==> run_1/pdn.png <==
Pins as bars on the die edge. Tap cells in gray.
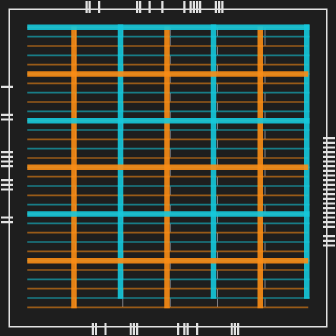
==> run_1/cell_classes.png <==
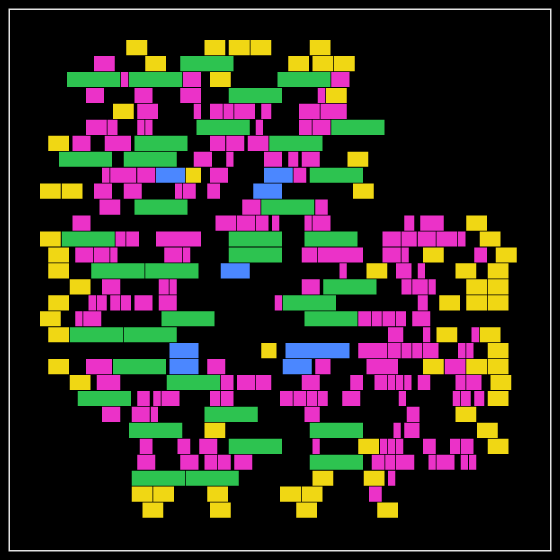
==> run_1/clock_map.png <==
Bar = 20 um.
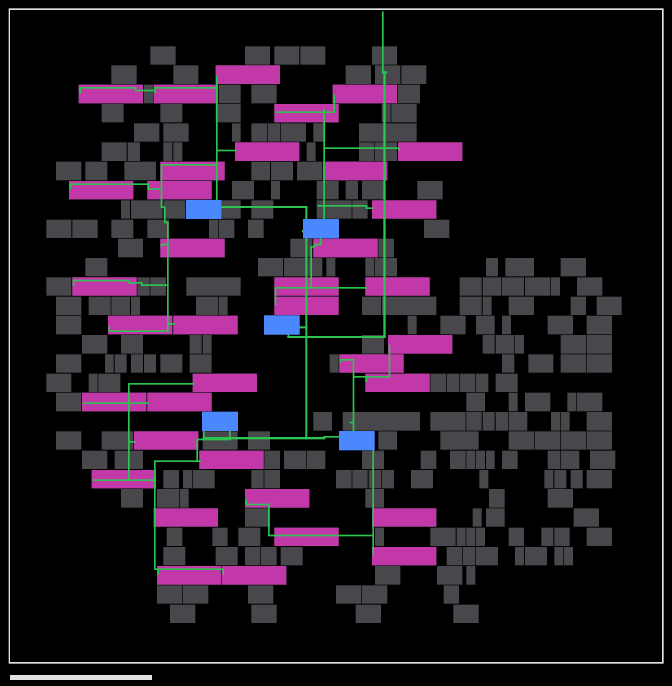
$ cat src/rtl/multicycle_control.sv
// Multi-cycle MIPS control FSM: sequences fetch/decode/execute states,
// drives datapath muxes and enables, and counts retired instructions.
module multicycle_control #(
    parameter int CNT_W      = 32,
    parameter bit ENABLE_BNE = 1'b1
) (
    input  logic             clock,
    input  logic             reset,
    input  logic [5:0]       op,
    input  logic             mem_ready,
    output logic             PCWrite,
    output logic             PCWriteCond,
    output logic             BranchNE,
    output logic             IorD,
    output logic             MemRead,
    output logic             MemWrite,
    output logic             IRWrite,
    output logic             MemtoReg,
    output logic [1:0]       PCSource,
    output logic [1:0]       ALUOp,
    output logic             ALUSrcA,
    output logic [1:0]       ALUSrcB,
    output logic             RegWrite,
    output logic             RegDst,
    output logic             halted,
    output logic [3:0]       state,
    output logic [CNT_W-1:0] instr_count
);

    localparam logic [3:0] S_IDLE     = 4'd0;
    localparam logic [3:0] S_FETCH    = 4'd1;
    localparam logic [3:0] S_DECODE   = 4'd2;
    localparam logic [3:0] S_MEMADDR  = 4'd3;
    localparam logic [3:0] S_MEMREAD  = 4'd4;
    localparam logic [3:0] S_MEMWB    = 4'd5;
    localparam logic [3:0] S_MEMWRITE = 4'd6;
    localparam logic [3:0] S_EXEC     = 4'd7;
    localparam logic [3:0] S_RWB      = 4'd8;
    localparam logic [3:0] S_BRANCH   = 4'd9;
    localparam logic [3:0] S_IEXEC    = 4'd10;
    localparam logic [3:0] S_IWB      = 4'd11;
    localparam logic [3:0] S_JUMP     = 4'd12;
    localparam logic [3:0] S_HALT     = 4'd15;

    localparam logic [5:0] OP_RTYPE = 6'b000000;
    localparam logic [5:0] OP_LW    = 6'b100011;
    localparam logic [5:0] OP_SW    = 6'b101011;
    localparam logic [5:0] OP_BEQ   = 6'b000100;
    localparam logic [5:0] OP_BNE   = 6'b000101;
    localparam logic [5:0] OP_ADDI  = 6'b001000;
    localparam logic [5:0] OP_J     = 6'b000010;

    localparam logic [1:0] ALU_ADD   = 2'b00;
    localparam logic [1:0] ALU_SUB   = 2'b01;
    localparam logic [1:0] ALU_FUNCT = 2'b10;

    localparam logic [1:0] SRCB_REG  = 2'b00;
    localparam logic [1:0] SRCB_FOUR = 2'b01;
    localparam logic [1:0] SRCB_IMM  = 2'b10;
    localparam logic [1:0] SRCB_BOFF = 2'b11;

    localparam logic [1:0] PCSRC_ALU  = 2'b00;
    localparam logic [1:0] PCSRC_OUT  = 2'b01;
    localparam logic [1:0] PCSRC_JUMP = 2'b10;

    logic [3:0]       state_q;
    logic [3:0]       state_d;
    logic [3:0]       decode_tgt;
    logic [CNT_W-1:0] count_q;
    logic [CNT_W-1:0] count_d;
    logic             last_state;
    logic             retire;

    // Dispatch target chosen in DECODE from the instruction-register opcode
    always_comb begin
        decode_tgt = S_HALT;
        case (op)
            OP_RTYPE: decode_tgt = S_EXEC;
            OP_LW:    decode_tgt = S_MEMADDR;
            OP_SW:    decode_tgt = S_MEMADDR;
            OP_BEQ:   decode_tgt = S_BRANCH;
            OP_BNE:   decode_tgt = ENABLE_BNE ? S_BRANCH : S_HALT;
            OP_ADDI:  decode_tgt = S_IEXEC;
            OP_J:     decode_tgt = S_JUMP;
            default:  decode_tgt = S_HALT;
        endcase
    end

    // Next-state logic; memory states hold until the access completes
    always_comb begin
        state_d = state_q;
        unique case (state_q)
            S_IDLE:     state_d = S_FETCH;
            S_FETCH:    state_d = mem_ready ? S_DECODE : S_FETCH;
            S_DECODE:   state_d = decode_tgt;
            S_MEMADDR:  state_d = (op == OP_LW) ? S_MEMREAD : S_MEMWRITE;
            S_MEMREAD:  state_d = mem_ready ? S_MEMWB : S_MEMREAD;
            S_MEMWB:    state_d = S_FETCH;
            S_MEMWRITE: state_d = mem_ready ? S_FETCH : S_MEMWRITE;
            S_EXEC:     state_d = S_RWB;
            S_RWB:      state_d = S_FETCH;
            S_BRANCH:   state_d = S_FETCH;
            S_IEXEC:    state_d = S_IWB;
            S_IWB:      state_d = S_FETCH;
            S_JUMP:     state_d = S_FETCH;
            S_HALT:     state_d = S_HALT;
            // unused encodings park safely rather than run wild
            default:    state_d = S_HALT;
        endcase
    end

    // An instruction retires when its final state hands back to FETCH
    always_comb begin
        last_state = 1'b0;
        unique case (state_q)
            S_MEMWB, S_MEMWRITE, S_RWB,
            S_BRANCH, S_IWB, S_JUMP: last_state = 1'b1;
            default:                 last_state = 1'b0;
        endcase
        retire  = last_state && (state_d == S_FETCH);
        count_d = retire ? count_q + CNT_W'(1) : count_q;
    end

    // State and retirement counter registers
    always_ff @(posedge clock or posedge reset) begin
        if (reset) begin
            state_q <= S_IDLE;
            count_q <= '0;
        end else begin
            state_q <= state_d;
            count_q <= count_d;
        end
    end

    // Moore control outputs, with the FETCH write enables qualified by mem_ready
    always_comb begin
        PCWrite     = 1'b0;
        PCWriteCond = 1'b0;
        BranchNE    = 1'b0;
        IorD        = 1'b0;
        MemRead     = 1'b0;
        MemWrite    = 1'b0;
        IRWrite     = 1'b0;
        MemtoReg    = 1'b0;
        PCSource    = PCSRC_ALU;
        ALUOp       = ALU_ADD;
        ALUSrcA     = 1'b0;
        ALUSrcB     = SRCB_REG;
        RegWrite    = 1'b0;
        RegDst      = 1'b0;
        halted      = 1'b0;
        unique case (state_q)
            S_FETCH: begin
                MemRead = 1'b1;
                ALUSrcB = SRCB_FOUR;
                IRWrite = mem_ready;
                PCWrite = mem_ready;
            end
            S_DECODE: begin
                ALUSrcB = SRCB_BOFF;
            end
            S_MEMADDR: begin
                ALUSrcA = 1'b1;
                ALUSrcB = SRCB_IMM;
            end
            S_MEMREAD: begin
                MemRead = 1'b1;
                IorD    = 1'b1;
            end
            S_MEMWB: begin
                RegWrite = 1'b1;
                MemtoReg = 1'b1;
            end
            S_MEMWRITE: begin
                MemWrite = 1'b1;
                IorD     = 1'b1;
            end
            S_EXEC: begin
                ALUSrcA = 1'b1;
                ALUOp   = ALU_FUNCT;
            end
            S_RWB: begin
                RegWrite = 1'b1;
                RegDst   = 1'b1;
            end
            S_BRANCH: begin
                ALUSrcA     = 1'b1;
                ALUOp       = ALU_SUB;
                PCWriteCond = 1'b1;
                PCSource    = PCSRC_OUT;
                BranchNE    = op[0];
            end
            S_IEXEC: begin
                ALUSrcA = 1'b1;
                ALUSrcB = SRCB_IMM;
            end
            S_IWB: begin
                RegWrite = 1'b1;
            end
            S_JUMP: begin
                PCWrite  = 1'b1;
                PCSource = PCSRC_JUMP;
            end
            S_HALT: begin
                halted = 1'b1;
            end
            default: begin
                halted = 1'b0;
            end
        endcase
    end

    assign state       = state_q;
    assign instr_count = count_q;

endmodule

$ cat config.mk
export PLATFORM = sky130hd
export DESIGN_NAME = multicycle_control
export DESIGN_NICKNAME = d
export VERILOG_FILES = /design/src/rtl/multicycle_control.sv
export SDC_FILE = /design/constraint.sdc
export NUM_CORES = 1
export LEC_CHECK = 0
export CAP_MARGIN = 20
export CORE_MARGIN = 5
export CORE_UTILIZATION = 32
export DETAILED_ROUTE_END_ITERATION = 16
export GPL_ROUTABILITY_DRIVEN = 0
export PLACE_DENSITY = 0.62
export SLEW_MARGIN = 20
export SYNTH_ARGS = -nofsm -noshare
export SYNTH_HDL_FRONTEND = slang
export SYNTH_SLANG_ARGS = --single-unit
$ cat constraint.sdc
create_clock -name clock -period 4.3 [get_ports clock]
set_clock_uncertainty 0.2 [all_clocks]
set_input_delay 0.645 -clock clock [delete_from_list [all_inputs] [get_ports clock]]
set_output_delay 0.645 -clock clock [all_outputs]
set_load 0.01 [all_outputs]
==> impl_metrics.toml, run 1 <==
# implementation run metrics
[sta]
max_slew_margin_pct = 40.0
grt_setup_unrepaired = "no"
finalHoldWorstSlack_ns = 0.264
report.final.slew_viol_count = 0
worst_slew_pin_slew_ns = 0.895
max_freq_ghz = 0.321
min_period_ns = 3.11
report.final.hold_viol_count = 0
setup_violations = 0
least_setup_slack_across_all_paths_after_layout_ns = 1.19
layout_worst_path_cycle_share_pct = 72.4
setup_total_negative_slack_ns = 0

[die]
dieHeight_um = 92.1
core-area_um2 = 6680
die_area_um2 = 8480
top_level_ports = 63
std_cell_rows = 30
initial_core_util_pct = 32.3
floorplan.die.width_um = 92.1

[clock_network]
quantity_of_gates_resized_following_cts = 0
postCtsHoldBufs = 0
clock_tree.buffer_depth = 2
ctsHtreeMaxLevel = 2
cts_setup_buffers = 0
cts_buffers = 5
clk_transition_reported_paths_ns = 0.07
tritoncts = "built"
tritoncts_num_sinks = 36
buffer_cell_driving_the_clock_tree_root = "clkbuf_8"

[setup_path]
worst_setup_path_start_kind = "input pin"
critPathRequiredTime_ns = 3.45
r2r.worst_path.cells = 5
crit_path_top_delay_cell = "clkdlybuf4s50_1"
critical_path.endpoint_type = "output port"
crit_arrival_ns = 2.27
rr_endpoint = "instr_count[25]"
timing.setup.critical_path_class = "in2out"
worst-path-max-fanout = 4
worst-r2r-setup-slack_ns = 1.85
chain_of_cells_forming_the_critical_path = "clkdlybuf4s50_1 -> nor2b_1 -> and3_1 -> or2_2 -> clkdlybuf4s50_1"
timing.critical_path.slowest_cell_delay_ns = 0.52
crit_top_cell = "clkdlybuf4s50_1"
rr_startpoint = "state[0]"

[job]
max-cap-violations = 0
number_of_warnings_the_tools_reported = 26

[pwr]
netsw_uw = 498
comb_power_share_pct = 40.1
power_mw = 1.39
cell_internal_pwr_uw = 895
power.sequential.fraction_pct = 36.7
powerDensity_nw_per_um2 = 474
peakVddDrop_mv = 0.308
leakage_nw = 1.22
sw_ratio_pct = 35.8

[logic_synthesis]
synth_nets = 229
yosys.stat.chipArea_um2 = 2160
enable_flop_cells = 0
ys_warn_count = 0
area_leaders = "dfrtp_1 42%, xor2_1 8.1%, xnor2_1 5.3%"
synth.lib_cells_used.distinct = 48
yosys.area.top_type_share_pct = 41.8
ys_ff = 36
postSynth.topFlopCell = "dfrtp_1"
yosys_cells = 219
post_synth_instance_area_um2 = 2160
synth_seq_share_pct = 41.8
syn-mean-instance-area_um2 = 9.85
async_flop_share_pct = 100
cell_type_with_the_largest_total_area_after_synthesis = "dfrtp_1"
synthCells = 219

[drt]
route.vias.total = 1778
detail-route-antenna-nets = 0
via_per_inst = 4.95
route.final.wire_length_um = 5200
wl_per_cell_um = 14.5
drt_first_pass_iters = 4
number_of_design_rule_violations_left_by_the_first_detailed_router_iteration = 47
drc = 0

[placed_design]
dp_cells = 351
io_buffer_count = 62
detailed_place_hpwl_um = 3690
preCtsSetupSlack_ns = 1.18

[layout]
insertedDiodeCount = 0
drive_above_1_share_pct = 10.8
fillCellCount = 667
syn2layout_area_growth_pct = 36.4
ff_latch_area_um2 = 901
stdcell_count = 359
mi_logic_area_um2 = 1140
finalNetCount = 288

[worst_hold_path]
min_from = "instr_count[31]"
hold-path-endpoint = "instr_count[31]"
holdCritPathClass = "reg2reg"
hold_depth = 1

[global_route]
grt_antenna_before_repair = 0
globalRouteTotalUtil_pct = 12.5
grt_remaining_overflow = 0
grt_first_pass_wirelength_um = 8610
grt_max_degree = 27
via_count_of_the_first_global_routing_pass = 1754

[outcome]
outcome = "finished clean"
## Picture notes: pdn.png
Key: VSS = orange; VDD = cyan
6 straps on met5. 31 met1 rails follow the rows. 6 straps on met4. 80 tap cells. 63 signal pins sit on the boundary.

## Picture notes: cell_classes.png
Key: all other logic = magenta [cells 171, share of their area 41%]; clock drivers and dummy loads = blue [cells 8, share of their area 4.4%]; flops = green [cells 36, share of their area 32%]; other buffers and delay cells = yellow [cells 64, share of their area 22%]

## Picture notes: clock_map.png
Key: clock wires = green [length 479 um]; flip-flops = magenta [count 36]; cells driving clock nets = blue [count 5]
There are 6 routed clock nets.
Late-Pin Clk Latency: 0.29 ns
portion of total power attributed to the clock network: 23.2%
clock distribution power: 324 uW

==> run 1: power by group through the flow <==
stage          sequential, mW  combinational (mW)  clock (mW)
2_1_floorplan           0.467               0.355           0
3_3_place_gp            0.516               0.560           0
5_1_grt                 0.527               0.613       0.349
6_report                0.511               0.558       0.324
4_1_cts                 0.511               0.569       0.333
3_5_place_dp            0.518               0.565           0
==> run 1: cell usage after synthesis, types with 2 or more instances <==
library cell and n:
buf_2 2, nand2b_1 5, inv_1 9, xnor2_1 13, nand3_1 7, or2_1 2
nor4_2 2, o32ai_1 2, a21oi_1 5, and4_1 2, nand2_1 19, nor3b_1 4
and3_1 7, nand4_1 5, xor2_1 20, dfrtp_1 36, o21ai_0 3, nor2_1 14
nand4b_1 2, nor3_2 9, buf_6 2, nor3_1 9, a21boi_0 2, clkbuf_1 4
buf_4 4, mux2i_1 2, nor2b_1 4, nor4_1 4
==> run 1: critical path, delay by kind of cell <==
kind | cells | cell delay (ns)
buf+inv | 2 | 1.04
simple gates | 3 | 0.58
==> run 1: how the worst max path moves through the flow <==
stage,to,from,slack (ns),cells past startpoint
final,PCWrite,mem_ready,1.19,5
after global routing,PCWrite,mem_ready,1.06,5
after CTS,PCWrite,mem_ready,1.17,5
after detailed placement,PCWrite,mem_ready,1.18,5
after global placement,PCWrite,mem_ready,1.20,5
after floorplan,PCWrite,state[3],2.06,4
==> run 1: cell families (layout without fill, tap and decap cells) <==
| family | count (synthesis) | in the layout | share of synthesized area, % |
|---|---|---|---|
| AOI/OAI and AO/OA | 21 | 21 | 7.02 |
| muxes | 4 | 4 | 1.97 |
| xor gates and xnor gates | 33 | 33 | 13.4 |
| DFF | 36 | 36 | 41.8 |
| buffers and inverters | 21 | 81 | 5.16 |
| adders and majority gates | 1 | 1 | 0.580 |
| and+or+nand+nor | 103 | 103 | 30.1 |
==> run 1: cell type report <==
| class | instances | share of cell area (%) |
|---|---|---|
| Inverter | 9 | 1.15 |
| Tap cell | 80 | 3.40 |
| Clock inverter | 1 | 1.02 |
| Multi-Input combinational cell | 162 | 38.9 |
| Sequential cell | 36 | 30.6 |
| Clock buffer | 7 | 3.28 |
| Timing Repair Buffer | 64 | 21.6 |
==> run 1: per-layer routing <==
| metal | GRT usage [%] | wire length (um) |
|---|---|---|
| met5 | 0 | 0 |
| met4 | 4.08 | 70 |
| met3 | 2.95 | 232 |
| met2 | 19.6 | 2380 |
| met1 | 16.9 | 2520 |
==> run 1: cells in the final DEF, fill, tap and decap left out, types with 8 or more instances in the layout <==
cell,synthesis,final
clkdlybuf4s50_1,0,62
xnor2_1,13,13
nand2_1,19,19
nor3_2,9,9
nor2_1,14,14
dfrtp_1,36,36
inv_1,9,8
nor3_1,9,9
xor2_1,20,20
==> run 1: metrics by stage <==
| stage | utilization [%] | cell area (um^2) |
|---|---|---|
| finish | 44.0 | 2940 |
| global route | 44.0 | 2940 |
| CTS | 44.0 | 2940 |
| detailed placement | 42.1 | 2820 |
| global placement | 42.1 | 2820 |
| floorplan | - | 2160 |
==> run 1: state kept, by name, summed over array words and instances (netlist names) <==
name         cells
instr_count     32
state            4
--- run 2 (diff from run 1) ---
==> constraint.sdc (replaced) <==
create_clock -name clock -period 3 [get_ports clock]
set_clock_uncertainty 0.2 [all_clocks]
set_input_delay 0.45 -clock clock [delete_from_list [all_inputs] [get_ports clock]]
set_output_delay 0.45 -clock clock [all_outputs]
set_load 0.01 [all_outputs]
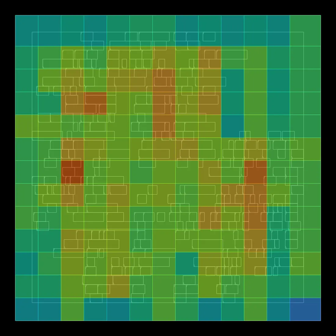
(run_2/final_congestion.png)
met1 routing resource usage after global routing: 16.8%
most utilized layer in the global route result: met2

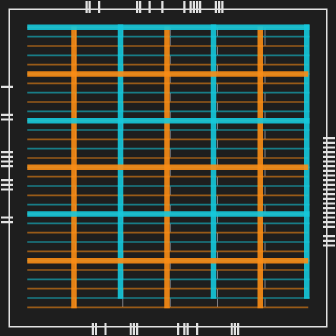
(run_2/pdn.png)
Pins as bars on the die edge. Tap cells in gray.
Key: VSS = orange; VDD = cyan
31 met1 rails follow the rows. 80 tap cells. 63 signal pins sit on the boundary. 6 straps on met4.

==> run 2 against run 1 <==
  * Final cell count rose by 0.84%
  * Synthesized area did not move
  * Register-to-register slack lost 1.2 ns
  * Worst hold slack better by 0.013 ns
  * Design area fell by 0.34%
  * Total power increased by 37%
  * Largest cell class unchanged
  * Largest power group unchanged
==> impl_metrics.toml, run 2 <==
# implementation run metrics
[pwr]
power.sequential.fraction_pct = 36.7
powerDensity_nw_per_um2 = 650
sw_ratio_pct = 37.6
leakage_nw = 1.22
power.share.clock_pct = 18.9
comb_power_share_pct = 44.5
cell_internal_pwr_mw = 1.19
peakVddDrop_mv = 0.324
power_mw = 1.91
netsw_uw = 716

[die]
floorplan.die.width_um = 92.1
std_cell_rows = 30
top_level_ports = 63
core-area_um2 = 6680
die_area_um2 = 8480
initial_core_util_pct = 32.3
dieHeight_um = 92.1

[logic_synthesis]
synth.top_cells.by_count = "36 x dfrtp_1, 20 x xor2_1, 19 x nand2_1"
async_flop_share_pct = 100
ys_ff = 36
cell_type_with_the_largest_total_area_after_synthesis = "dfrtp_1"
synth_seq_share_pct = 41.8
area_leaders = "dfrtp_1 42%, xor2_1 8.1%, xnor2_1 5.3%"
netlist_logic_family_top = "simple AND/OR/NAND/NOR gates"
syn-mean-instance-area_um2 = 9.85
yosys.stat.chipArea_um2 = 2160
synthCells = 219
ys_warn_count = 0
yosys_aoi_share_pct = 7.02
synth_nets = 229
ys_sh_simple_pct = 30.1
yosys_cells = 219
yosys.area.top_type_share_pct = 41.8
post_synth_mux_area_share_pct = 1.97
yosys.area_share.xor_xnor_pct = 13.4
synth.lib_cells_used.distinct = 48
synthAdderAreaFrac_pct = 0.580
post_synth_instance_area_um2 = 2160
enable_flop_cells = 0
postSynth.topFlopCell = "dfrtp_1"
netlist.top_cell.by_instances = "dfrtp_1"

[setup_path]
rr_startpoint = "state[2]"
worst_setup_path_start_kind = "register"
rr_endpoint = "instr_count[22]"
crit_path_start = "state[3]"
chain_of_cells_forming_the_critical_path = "nand2b_1 -> nor2_1 -> and2_1 -> clkdlybuf4s50_1"
critPathRequiredTime_ns = 2.35
worst-path-max-fanout = 18
crit_arrival_ns = 2.08
critical_path.endpoint_type = "output port"
timing.critical_path.slowest_cell_delay_ns = 0.67
crit_path_top_delay_cell = "dfrtp_1"
r2r.worst_path.cells = 5
timing.setup.critical_path_class = "reg2out"
worst-r2r-setup-slack_ns = 0.68

[global_route]
via_count_of_the_first_global_routing_pass = 1706
grt_remaining_overflow = 0
grt_max_degree = 37
grt_antenna_before_repair = 0
grt_first_pass_wirelength_um = 8510
globalRouteTotalUtil_pct = 12.3

[sta]
max_slew_margin_pct = 60.5
layout_worst_path_cycle_share_pct = 91.1
worst_slew_pin_slew_ns = 0.592
setup_violations = 0
report.final.slew_viol_count = 0
max_freq_ghz = 0.366
min_period_ns = 2.73
report.final.hold_viol_count = 0
grt_setup_unrepaired = "no"
setup_total_negative_slack_ns = 0

[layout]
lay_top_count = "clkdlybuf4s50_1"
largest_register_ff_count = 32
layout.cells.most_common_list = "62 x clkdlybuf4s50_1, 36 x dfrtp_1, 20 x xor2_1, 19 x nand2_1, 14 x nor2_1"
fillCellCount = 665
drive_above_1_share_pct = 11.3
syn2layout_area_growth_pct = 35.9
finalNetCount = 291
insertedDiodeCount = 0

[drt]
wl_per_cell_um = 14.0
detail-route-antenna-nets = 0
route.final.wire_length_um = 5070
drc = 0
route.vias.total = 1785
drt_first_pass_iters = 4
via_per_inst = 4.93
number_of_design_rule_violations_left_by_the_first_detailed_router_iteration = 58

[worst_hold_path]
min_from = "instr_count[31]"
hold_depth = 1
holdCritPathClass = "reg2reg"
hold-path-endpoint = "instr_count[31]"

[placed_design]
detailed_place_hpwl_um = 3620
io_buffer_count = 62

[clock_network]
worstSkewPairLatency_ns = 0.28
tritoncts_num_sinks = 36
cts_setup_buffers = 0
buffer_cell_driving_the_clock_tree_root = "clkbuf_8"
tritoncts = "built"
quantity_of_gates_resized_following_cts = 0
ctsHtreeMaxLevel = 2
cts_buffers = 5
clk_transition_reported_paths_ns = 0.07
postCtsHoldBufs = 0
clock_tree.buffer_depth = 2

[job]
number_of_warnings_the_tools_reported = 26
max-cap-violations = 0

[outcome]
outcome = "finished clean"
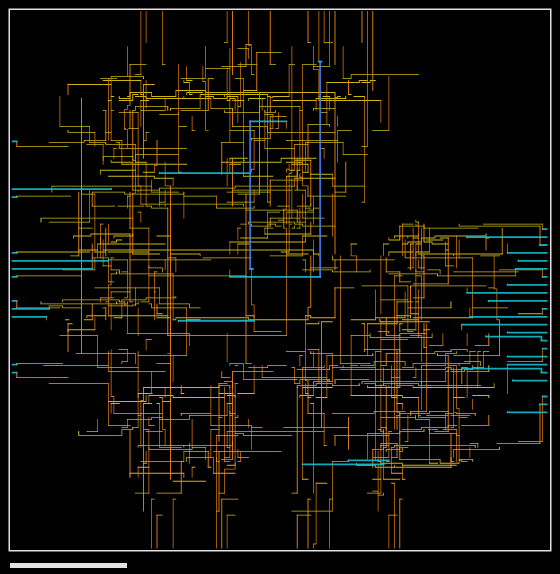
(run_2/metal_stack.png)
Bar = 20 um.
Key: met3 = cyan [wire length 287 um]; met1 = yellow [wire length 2430 um]; met2 = orange [wire length 2290 um]; met4 = blue [wire length 61.9 um]

## run 2: power by group through the flow
stage                     Combinational [mW]  Sequential (mW)  Clock, mW
after floorplan                        0.509            0.669          0
after global placement                 0.855            0.707          0
after detailed placement               0.855            0.713          0
after CTS                              0.861            0.703      0.375
after global routing                   0.927            0.721      0.395
final                                  0.848            0.699      0.360
## run 2: how the worst max path moves through the flow
| stage | end | slack [ns] |
|---|---|---|
| after floorplan | PCWrite | 0.95 |
| after global placement | PCWrite | 0.28 |
| after detailed placement | PCWrite | 0.27 |
| after CTS | BranchNE | 0.22 |
| after global routing | BranchNE | 0.04 |
| final | BranchNE | 0.27 |
## run 2: layout make-up
cell class | count | area (um^2) | area share (%)
Inverter | 9 | 33.8 | 1.15
Multi-Input combinational cell | 162 | 1140 | 39.1
Timing Repair Buffer | 67 | 658 | 22.4
Sequential cell | 36 | 901 | 30.7
Clock inverter | 1 | 7.51 | 0.256
Tap cell | 80 | 100 | 3.41
Clock buffer | 7 | 86.3 | 2.94
## run 2: through the flow
step	instances	hold slack (ns)	utilization (%)	instance area, um^2	setup WS (ns)
after floorplan	219	0.304	-	2160	0.951
after CTS	362	0.282	43.9	2930	0.221
after global placement	354	0.262	42.5	2840	0.281
after global routing	362	0.306	43.9	2930	0.0423
final	362	0.277	43.9	2930	0.266
after detailed placement	354	0.266	42.5	2840	0.266
## run 2: layer usage
layer  track usage (%)  part of all wire [%]  vias up
li1                  -                     -      882
met1              16.8                    48      851
met2              19.0                    45       47
met3              2.79                   5.7        5
met4              4.08                   1.2        0
met5                 0                     0        -
## run 2: cells by family (layout without fill, tap and decap cells)
logic type,Yosys count,in the layout
buffers and inverters,21,84
XOR/XNOR,33,33
multiplexers,4,4
AND/OR/NAND/NOR,103,103
flip-flops,36,36
adder cells (fa/ha/maj),1,1
AND-OR/OR-AND,21,21
## run 2: worst max-delay path, delay by kind of cell, from the launching register on
| kind | cells | cell delay, ns |
|---|---|---|
| simple gates | 3 | 0.60 |
| flops | 1 | 0.67 |
| buf+inv | 1 | 0.53 |
Power is estimated from default activity; no workload was simulated.
